==> config.mk <==
export PLATFORM = sky130hd
export DESIGN_NAME = led_seq_ctrl_flat
export DESIGN_NICKNAME = d
export VERILOG_FILES = /design/src/rtl/led_seq_pkg.sv /design/src/rtl/led_seq_if.sv /design/src/rtl/led_seq_period.sv /design/src/rtl/led_seq_ctrl.sv /design/src/flat_wrapper.sv
export SDC_FILE = /design/constraint.sdc
export NUM_CORES = 1
export LEC_CHECK = 0
export ABC_CLOCK_PERIOD_IN_PS = 3980
export CAP_MARGIN = 20
export CELL_PAD_IN_SITES_DETAIL_PLACEMENT = 1
export CELL_PAD_IN_SITES_GLOBAL_PLACEMENT = 1
export CORE_ASPECT_RATIO = 1.2
export CORE_MARGIN = 1.5
export CORE_UTILIZATION = 42
export DETAILED_ROUTE_END_ITERATION = 7
export GPL_TIMING_DRIVEN = 1
export PLACE_DENSITY_LB_ADDON = 0.25
export SLEW_MARGIN = 20
export SYNTH_ARGS = -nofsm -noshare
export SYNTH_HDL_FRONTEND = slang
export SYNTH_SLANG_ARGS = --single-unit
export TNS_END_PERCENT = 100
==> constraint.sdc <==
create_clock -name clk -period 3.98 [get_ports clk]
set_clock_uncertainty 0.15 [all_clocks]
set_input_delay 0.398 -clock clk [delete_from_list [all_inputs] [get_ports clk]]
set_output_delay 0.398 -clock clk [all_outputs]
set_load 0.05 [all_outputs]
Selected gate families:
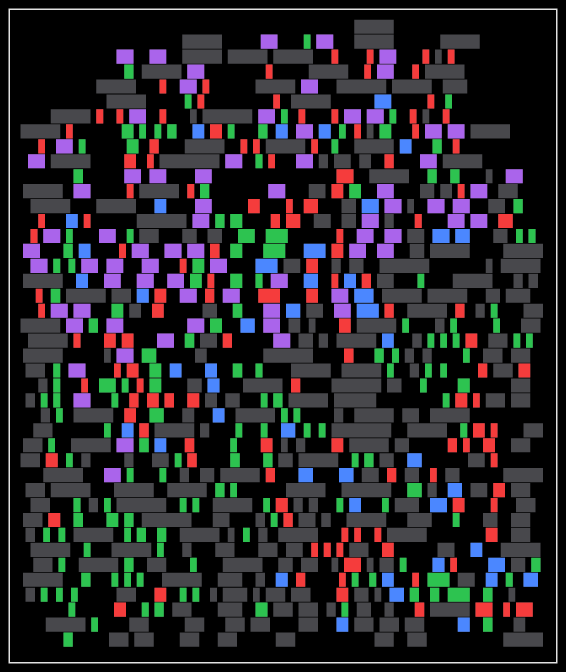
Key: AND and OR gates = blue [cells 45]; NOR gates = red [cells 128, where all over the die]; NAND gates = green [cells 155, where all over the die]; XOR/XNOR gates = purple [cells 74]
most used logic cell in the final layout: nand2_1
logic share of the area: 52.6%
count of placed standard cells in the final layout, fillers left out: 787

Where the registers sit:
The bar under the picture is 20 um long. Other sequential cells in the stronger grey, the rest of the logic in the fainter grey.
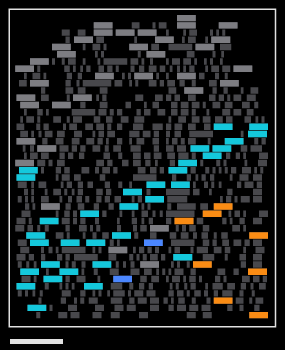
Key: `u_core.reps_left` = orange [flops 8, where south-east]; `u_core.state` = blue [flops 2]; `u_core.half_q` = cyan [flops 32]
Another 35 sequential cells are not coloured.
Register Area: 1540 um2
power in sequential cells: 0.845 mW
final design utilization: 51.3%
proportion of cell area occupied by registers: 27.5%

Cells coloured by class:
The bar under the picture is 20 um long.
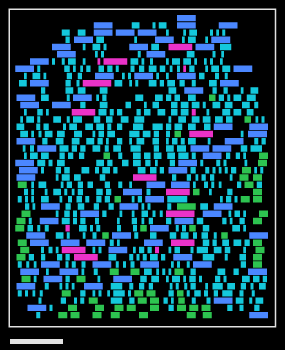
Key: clock drivers and dummy loads = magenta [cells 16, share of their area 5.7%]; flip-flops = blue [cells 77, share of their area 28%]; all other logic = cyan [cells 501, share of their area 55%]; other buffers and delay cells = green [cells 61, share of their area 11%]
row count: 42
summed area of non-filler cells in the final layout: 5610 um2
CORE AREA: 10,900 um2

==> notes.md <==
Notes from the flow run.

GRT:
- The run puts the number of antenna violations at the first check in global routing at 0.
- The run puts the global-route congestion overflow total at 0.
- The run puts the met1 usage in global routing at 31.0%.

Clocking:
- The run puts the total clock sinks at between 70 and 80.
- The run puts the number of resized instances in the post-cts repair step at 0.
- The clock H-tree reported by CTS has 3 levels.
- TritonCTS created 9 clock buffers.
- The run puts the maximum count of clock buffers along a single path at 2.
- The number of setup buffers added after CTS is 0.
- The run gives the clock transition at the register clock pins on the worst setup and hold paths after CTS as approximately 0.060 ns.

Finish:
- The run puts the portion of the layout cell area used by clock cells at under 10%.
- The run puts the flop count at 77.
- The run puts the count of fill cells added during filler insertion at around 1,300.
- By instance count after routing, the leading logic cell types are nand2_1 (94), dfxtp_1 (77), nor2_1 (64), clkdlybuf4s50_1 (48).
- The run puts the count of clock buffers in the final design at 11.
- The run puts the combinational gate count at a little under 500.
- The run puts the final antenna diode count at 0.
- The run puts the count of buffers not belonging to the clock network in the layout at approximately 61.
- The run puts the number of nets in the layout at 702.

Final timing:
- The run gives the max-slew headroom at the worst pin as between 40% and 50%.
- The run gives the transition at the pin with the smallest max-transition slack as slightly above 0.8 ns.
- The run puts the sum of negative setup slack at 0 ns.
- The run gives the highest clock frequency the design can meet as about 260 MHz.
- After layout, the minimum clock period comes to 3.80 ns.
- Setup repair after global routing left no endpoint under its margin.
- The final timing report lists a max-slew violation count of 0.

Hold path:
- The run puts the worst hold path cell count at 2.

Detailed routing:
- Routed signal wires occupy layers up through met4.
- The run gives the total number of vias as about 4,600.
- The run puts the per-cell routed wire length at 18.4 um.
- In the final routing, the length of wire on met1 measures about 6.1 mm.

Power and ir drop:
- The run puts the reported combinational group power at around 0.3 mW.
- The run puts the power density relative to cell area at between 300 and 400 nW/um2.
- The run puts the switching power share of the total at a little over a quarter.
- The clock network power reported by the tool is roughly 0.87 mW.
- The run puts the largest voltage drop on the vdd net at about 0.21 mV.
- The run puts the total power at about 2 mW.
- Of all power groups, the one with the highest power is the clock network.
- The run gives the clock power share as 43.3%.
- The run puts the leakage power total at 1.93 nW.
- The run gives the total internal power as approximately 1.5 mW.

Yosys:
- In this run the cell area of the synthesized design comes to roughly 4700 um2.
- For reference, the top cells by count after synthesis are nand2_1 (94), dfxtp_1 (77), nor2_1 (64), xnor2_1 (37), xor2_1 (37).
- Synthesis produced roughly 600 cells.
- The most used flip-flop cell after synthesis is dfxtp_1.
- The run puts the adder-cell share of the synthesized area at 1.87%.
- The run gives the number of enable flip-flop cells as 0.
- The run puts the number of standard cells reported by yosys at between 600 and 700.
- Of the total synthesized cell area, the portion taken by AND-OR and OR-AND cells is ~11%.
- The run puts the total of warnings raised by yosys at 0.
- The run gives the simple-gate share of the synthesized area as between 30% and 40%.
- Each instance of the synthesized netlist takes up on average 7.64 um2.

Setup path:
- In this run the register-to-register setup slack is 0.18 ns.
- STA classifies the critical path endpoint as a flop.
- The run puts the worst path buffer plus inverter count at 0.
- The run gives the critical path's top delay family as simple AND/OR/NAND/NOR gates.
- The run gives the data arrival at the endpoint of the critical path as 3.90 ns.
- The run puts the largest driver fanout on the critical path at 22.
- The run gives the launching element type of the critical path as a flop.
- The run puts the logic depth of the worst register-to-register path at 8.

Place:
- Timing analysis after detailed placement gives a worst setup slack of ~0.11 ns.
- The run gives the number of port buffers as 48.
- For this run the detailed placement stage logged an HPWL of 10.9 mm.
- Once placement finished, the instance area stood at ~5300 um2.

Die:
- The run gives the number of top-level pins as between 40 and 50.
- The die is slightly below 100 um wide.

Status:
- The run finished with clean final reports.

Flow run:
- The run puts the max-capacitance violation count at 0.
No activity file was given, so power comes from the tool's default toggle rates.
